Fig. 1: wiring by layer
Only two layers are drawn.
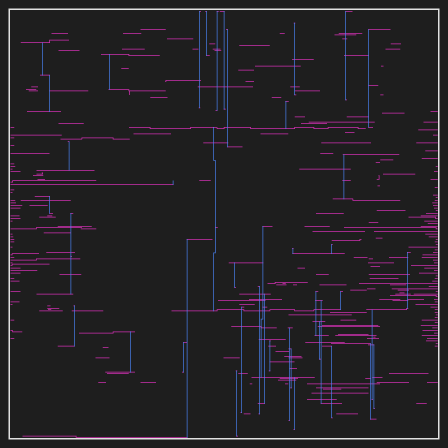
Fig. 2: cell sizes after repair
The bar under the picture is 50 um long.
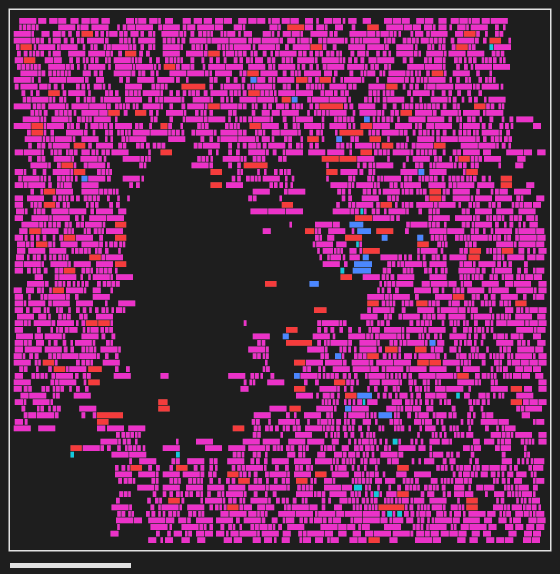
Fig. 3: the metal 4 layer
The bar under the picture is 50 um long.
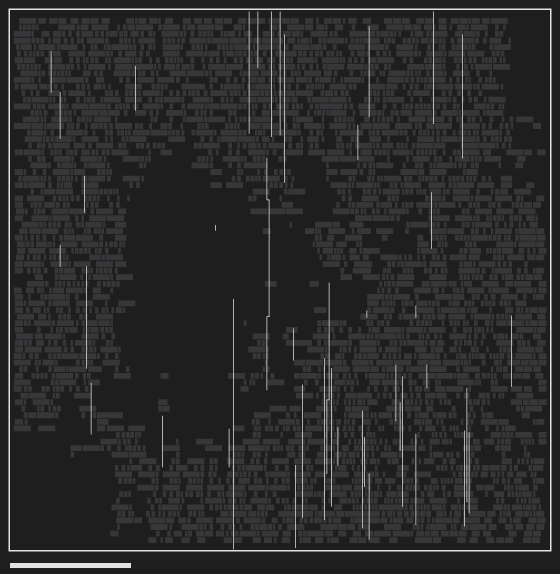
Fig. 4: clock wiring as the flow saved it
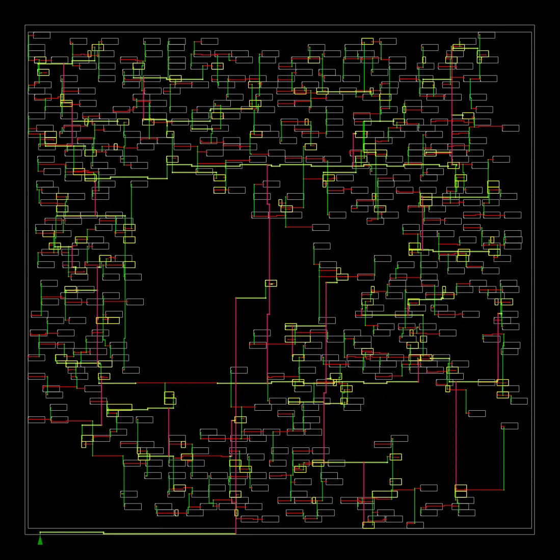
==> src/rtl/ecc_err_mon.sv <==
// SECDED error monitor: saturating per-class counters, first/most-severe capture,
// sticky interrupts and a small scrub write-back queue with valid/ready output.
module ecc_err_mon #(
   parameter int ADDR_WIDTH = 32,
   parameter int DATA_WIDTH = 64,
   parameter int CNT_WIDTH  = 16,
   parameter int FIFO_DEPTH = 4
) (
   input  logic                  clk,
   input  logic                  rst,
   input  logic                  in_valid,
   input  logic [ADDR_WIDTH-1:0] in_addr,
   input  logic [DATA_WIDTH-1:0] in_data,
   input  logic [1:0]            in_err_sts,
   input  logic                  clr,
   input  logic [CNT_WIDTH-1:0]  cnt_thresh,
   output logic                  scrub_valid,
   input  logic                  scrub_ready,
   output logic [ADDR_WIDTH-1:0] scrub_addr,
   output logic [DATA_WIDTH-1:0] scrub_data,
   output logic [CNT_WIDTH-1:0]  cnt_sbe,
   output logic [CNT_WIDTH-1:0]  cnt_ecc,
   output logic [CNT_WIDTH-1:0]  cnt_mbe,
   output logic                  cap_valid,
   output logic [ADDR_WIDTH-1:0] cap_addr,
   output logic [1:0]            cap_sts,
   output logic                  irq_mbe,
   output logic                  irq_thresh,
   output logic                  scrub_ovf
);

   localparam int PW = $clog2(FIFO_DEPTH) + 1;
   localparam int SW = CNT_WIDTH + 1;

   typedef struct packed {
      logic [ADDR_WIDTH-1:0] addr;
      logic [DATA_WIDTH-1:0] data;
   } scrub_t;

   // Entry 0 is the head and drives the scrub outputs directly; pops shift down.
   scrub_t [FIFO_DEPTH-1:0] q_q, q_d;
   logic [PW-1:0]           fcnt_q, fcnt_d, widx;
   logic                    vld_q, vld_d;
   logic                    push, pop, full, acc, drop, ev;

   logic [CNT_WIDTH-1:0]  sbe_q, sbe_d, ecc_q, ecc_d, mbe_q, mbe_d;
   logic                  capv_q, capv_d, irqm_q, irqm_d, irqt_q, irqt_d, ovf_q, ovf_d;
   logic [ADDR_WIDTH-1:0] capa_q, capa_d;
   logic [1:0]            caps_q, caps_d;
   logic [SW-1:0]         sum;

   always_comb begin
      push   = in_valid && (in_err_sts == 2'b01 || in_err_sts == 2'b10);
      pop    = vld_q && scrub_ready;
      full   = (fcnt_q == PW'(FIFO_DEPTH));
      acc    = push && (!full || pop);
      drop   = push && full && !pop;
      widx   = fcnt_q - PW'(pop);
      q_d    = q_q;
      if (pop) begin
         for (int i = 0; i < FIFO_DEPTH - 1; i++) q_d[i] = q_q[i+1];
      end
      if (acc) begin
         for (int i = 0; i < FIFO_DEPTH; i++) begin
            if (PW'(i) == widx) q_d[i] = {in_addr, in_data};
         end
      end
      fcnt_d = fcnt_q + PW'(acc) - PW'(pop);
      vld_d  = (fcnt_d != '0);
   end

   always_comb begin
      ev     = in_valid && (in_err_sts != 2'b00);
      sbe_d  = sbe_q;
      ecc_d  = ecc_q;
      mbe_d  = mbe_q;
      capv_d = capv_q;
      capa_d = capa_q;
      caps_d = caps_q;
      irqm_d = irqm_q;
      ovf_d  = ovf_q || drop;
      if (ev) begin
         if (in_err_sts == 2'b01 && sbe_q != '1) sbe_d = sbe_q + CNT_WIDTH'(1);
         if (in_err_sts == 2'b10 && ecc_q != '1) ecc_d = ecc_q + CNT_WIDTH'(1);
         if (in_err_sts == 2'b11 && mbe_q != '1) mbe_d = mbe_q + CNT_WIDTH'(1);
         if (in_err_sts == 2'b11) irqm_d = 1'b1;
         // First error wins, except a multi-bit error replaces a milder one.
         if (!capv_q || (caps_q != 2'b11 && in_err_sts == 2'b11)) begin
            capv_d = 1'b1;
            capa_d = in_addr;
            caps_d = in_err_sts;
         end
      end
      sum    = SW'(sbe_d) + SW'(ecc_d);
      irqt_d = irqt_q || (cnt_thresh != '0 && sum >= SW'(cnt_thresh));
      if (clr) begin
         sbe_d  = '0;
         ecc_d  = '0;
         mbe_d  = '0;
         capv_d = 1'b0;
         capa_d = '0;
         caps_d = '0;
         irqm_d = 1'b0;
         irqt_d = 1'b0;
         ovf_d  = 1'b0;
      end
   end

   always_ff @(posedge clk) begin
      if (rst) begin
         q_q    <= '0;
         fcnt_q <= '0;
         vld_q  <= 1'b0;
         sbe_q  <= '0;
         ecc_q  <= '0;
         mbe_q  <= '0;
         capv_q <= 1'b0;
         capa_q <= '0;
         caps_q <= '0;
         irqm_q <= 1'b0;
         irqt_q <= 1'b0;
         ovf_q  <= 1'b0;
      end else begin
         q_q    <= q_d;
         fcnt_q <= fcnt_d;
         vld_q  <= vld_d;
         sbe_q  <= sbe_d;
         ecc_q  <= ecc_d;
         mbe_q  <= mbe_d;
         capv_q <= capv_d;
         capa_q <= capa_d;
         caps_q <= caps_d;
         irqm_q <= irqm_d;
         irqt_q <= irqt_d;
         ovf_q  <= ovf_d;
      end
   end

   assign scrub_valid = vld_q;
   assign scrub_addr  = q_q[0].addr;
   assign scrub_data  = q_q[0].data;
   assign cnt_sbe     = sbe_q;
   assign cnt_ecc     = ecc_q;
   assign cnt_mbe     = mbe_q;
   assign cap_valid   = capv_q;
   assign cap_addr    = capa_q;
   assign cap_sts     = caps_q;
   assign irq_mbe     = irqm_q;
   assign irq_thresh  = irqt_q;
   assign scrub_ovf   = ovf_q;

endmodule

==> config.mk <==
export PLATFORM = sky130hd
export DESIGN_NAME = ecc_err_mon
export DESIGN_NICKNAME = d
export VERILOG_FILES = /design/src/rtl/ecc_err_mon.sv
export SDC_FILE = /design/constraint.sdc
export NUM_CORES = 1
export LEC_CHECK = 0
export ABC_AREA = 1
export CAP_MARGIN = 40
export CORE_UTILIZATION = 45
export CTS_BUF_LIST = sky130_fd_sc_hd__clkbuf_8
export DETAILED_ROUTE_END_ITERATION = 7
export PLACE_DENSITY = 0.8
export SLEW_MARGIN = 25
export SYNTH_ARGS = -nofsm -noshare
export SYNTH_HDL_FRONTEND = slang
export SYNTH_SLANG_ARGS = --single-unit
==> constraint.sdc <==
create_clock -name clk -period 5.7 [get_ports clk]
set_clock_uncertainty 0.05 [all_clocks]
set_input_delay 0.57 -clock clk [delete_from_list [all_inputs] [get_ports clk]]
set_output_delay 0.57 -clock clk [all_outputs]
set_load 0.02 [all_outputs]
==> GITHUB_STEP_SUMMARY <==
### Yosys + OpenROAD results

| Metric | Value |
|---|---|
| Status | finished, final reports clean |
| Clk buf depth | 3 |
| Worst Reg-to-Reg Cells | 27 |
| Post-Syn Instances | 3081 |
| Setup slack at placement | 496 ps |
| Top cells by area | dfxtp_1, nand2_1, a21oi_1, o21ai_0, o21ai_1 |
| Most frequent cell after synthesis | nand2_1 |
| DR vias/cell | 5.21 |
| Non-filler cells, final | 3857 |
| Hold violation count in the final report | 0 |
| CTS Root Cell | clkbuf_8 |
| Max_slew headroom | 0.428 |
| Ys async rst share | 0 |
| Routed wire length | 56400 um |
| HP Class | flip-flop to flip-flop |
| Crit path capture | irq_thresh$_SDFF_PP0_ |
| Hold depth | 2 |
| Critical Path AT | 5100 ps |
| Yosys cell count | 3081 |
| Post-synth seq share | 0.430 |
| Die height | 223 um |
| Setup crit start | in_err_sts[0] |
| Via count | 20.1k |
| Worst Hold Path EP | irq_thresh$_SDFF_PP0_ |
| CTS resizes | 0 |
| CTS tree | yes |
| Fmax | 219 MHz |
| Critical Path RT | 6240 ps |
| # setup viols final | 0 |
| R2R Setup Slk | 1170 ps |
| # placed instances | 3717 |
| Tot GR Track Use | 0.222 |
| Largest net degree at the start of global routing | 193 |
| Chip area | 49900 um2 |
| Synth cell types | 40 |
| Rows | 80 |
| CTS HTree Levels | 3 |
| Port buffer count | 301 |
| Crit path max-delay family | simple AND/OR/NAND/NOR gates |
| First-pass GRT wire length | 92200 um |
| Peak VDD IR | 0.242 mV |
| AND-OR/OR-AND Cells, Area Fraction | 0.251 |
| Mapped cell area | 22100 um2 |
| And+or+nand+nor area frac | 0.146 |
| Crit start category | input pin |
| Io pins | 302 |
| Placed cell area | 24600 um2 |
| Share of layout cells above drive strength 1 | 0.0487 |
| #FFs+latches synth | 474 |
| FP Util | 0.459 |
| RR Startpoint | cnt_sbe[1]$_SDFF_PP0_ |
| Synth warn | 0 |
| Area share, top type | 0.430 |
| Power Density | 374 nW/um2 |
| Pre-antenna DRT Iters | 6 |
| Area leader, netlist | dfxtp_1 |
| Tool warning count | 39 |
| Leak Pwr | 10.9 nW |
| Cell seen most often among critical-path stages | nand2_1 |
| Hold Startpoint | irq_thresh$_SDFF_PP0_ |
| Antenna-violating nets left | 0 |
| Adder share | 0.0262 |
| Combinational Area | 9790 um2 |
| Core Area | 48000 um2 |
| Hold Slack | 403 ps |
| Final core occ | 0.547 |
| Setup WS post-layout | 1130 ps |
| Largest stage delay, worst path | 540 ps |
| Clk latency late pin | 650 ps |
| RSZ-0062 raised after global routing | false |
| DRC | 0 |
| Reg area | 9490 um2 |
| Period minus WS final | 4570 ps |
| Commonest flop | dfxtp_1 |
| Crit path capture type | flip-flop |
| Diode count | 0 |
| Syn_area_per_cell | 7.16 um2 |
| YS chip area | 22100 um2 |
| Mux frac, synth | 0 |
| Final GP Congestion | 0.925 |
| Initial antenna violation count | 1 |
| Area Growth Syn to Fin | 19.0% |
| RR Endpoint | irq_thresh$_SDFF_PP0_ |
| Crit-path max FO | 7 |
| Post-Syn Nets | 3245 |
| Postcts setup bufs | 0 |
| CTS Sinks | 474 |
| Post-DP HPWL | 36100 um |
| Slew Viols, Final | 0 |
| Worst slew pin tran | 859 ps |
| Slowest cell on crit path | clkdlybuf4s50_1 |
| CTS hold repair buffers | 0 |
| Synth cell count leaders | nand2_1, dfxtp_1, a21oi_1 |
| WS Path Type | input pin to flip-flop |
| Reg clk slew, reported paths | 70 ps |
| Post-route cell area | 26300 um2 |
| Final period utilization | 0.801 |
| Cell depth of the worst setup path | 29 |
| Drt wl/cell | 14.6 um |
| Setup TNS | 0 ps |
| # fillers | 4405 |
| CP bufs+invs | 5 |
| Max-cap check violation count | 0 |
| Final #Nets | 3349 |
| Initial DRC count | 1499 |
-- Fig. 1 (at the start) --
blue -> metal 4  # wire length 1510 um
magenta -> metal 3  # wire length 3290 um

-- Fig. 2 (at the start) --
magenta -> _0 and _1 cells  # cells 3084
blue -> _3 and _4 cells  # cells 21
cyan -> _2 cells  # cells 13
red -> _6 and larger  # cells 124

-- Fig. 3 (at the start) --
share of all routed wire = 2.7%
longest straight run = 103 um

-- Fig. 4 (at the start) --
clock network power: 3.13 mW
CTS Buf Count: 80

## flip-flops by register name, indices dropped and copies added (netlist names)
name / count
cap_addr: 32
cap_sts: 2
cap_valid: 1
cnt_ecc: 16
cnt_mbe: 16
cnt_sbe: 16
fcnt_q: 3
irq_mbe: 1
irq_thresh: 1
q_q: 288
scrub_addr: 32
scrub_data: 64
scrub_ovf: 1
scrub_valid: 1
## area by class of cell
type | instances | area share
multi-input combinational | 1996 | 0.373
sequential | 474 | 0.361
timing repair buffer | 325 | 0.128
clock buffer | 103 | 0.0540
inverter | 308 | 0.0446
tap | 615 | 0.0293
clock inverter | 36 | 0.00963
## routing by layer
metal | up-vias | global-route usage | part of all wire
li1 | 10300 | - | -
met1 | 9171 | 0.296 | 0.45
met2 | 537 | 0.358 | 0.46
met3 | 97 | 0.0437 | 0.058
met4 | 2 | 0.0760 | 0.027
met5 | - | 0 | 0.00023
## placed cells by master, fill, tap and decap left out, types with 2 or more instances in the layout
cell type and n:
a211oi_1 4, a21oi_1 455, a31oi_1 2, and2_1 2, buf_12 6, buf_16 4
buf_4 12, buf_8 2, bufinv_16 3, clkbuf_8 103, clkdlybuf4s50_1 301, clkinv_2 5
clkinvlp_4 2, dfxtp_1 474, fa_1 2, ha_1 43, inv_1 325, inv_2 3
inv_8 3, nand2_1 633, nand3_1 29, nand4_1 17, nor2_1 84, nor3_1 18
nor3_4 2, nor4_1 7, nor4_4 2, o21a_1 3, o21ai_0 349, o21ai_1 282
o21bai_1 2, or2_2 3, xnor2_1 11, xor2_1 33
## power by group
group          switching [mW]  total [mW]  internal (mW)
Combinational            1.66        2.64          0.984
Clock                    1.37        3.13           1.76
Sequential              0.240        4.06           3.82
Total                    3.27        9.83           6.56
Power is estimated from default activity; no workload was simulated.
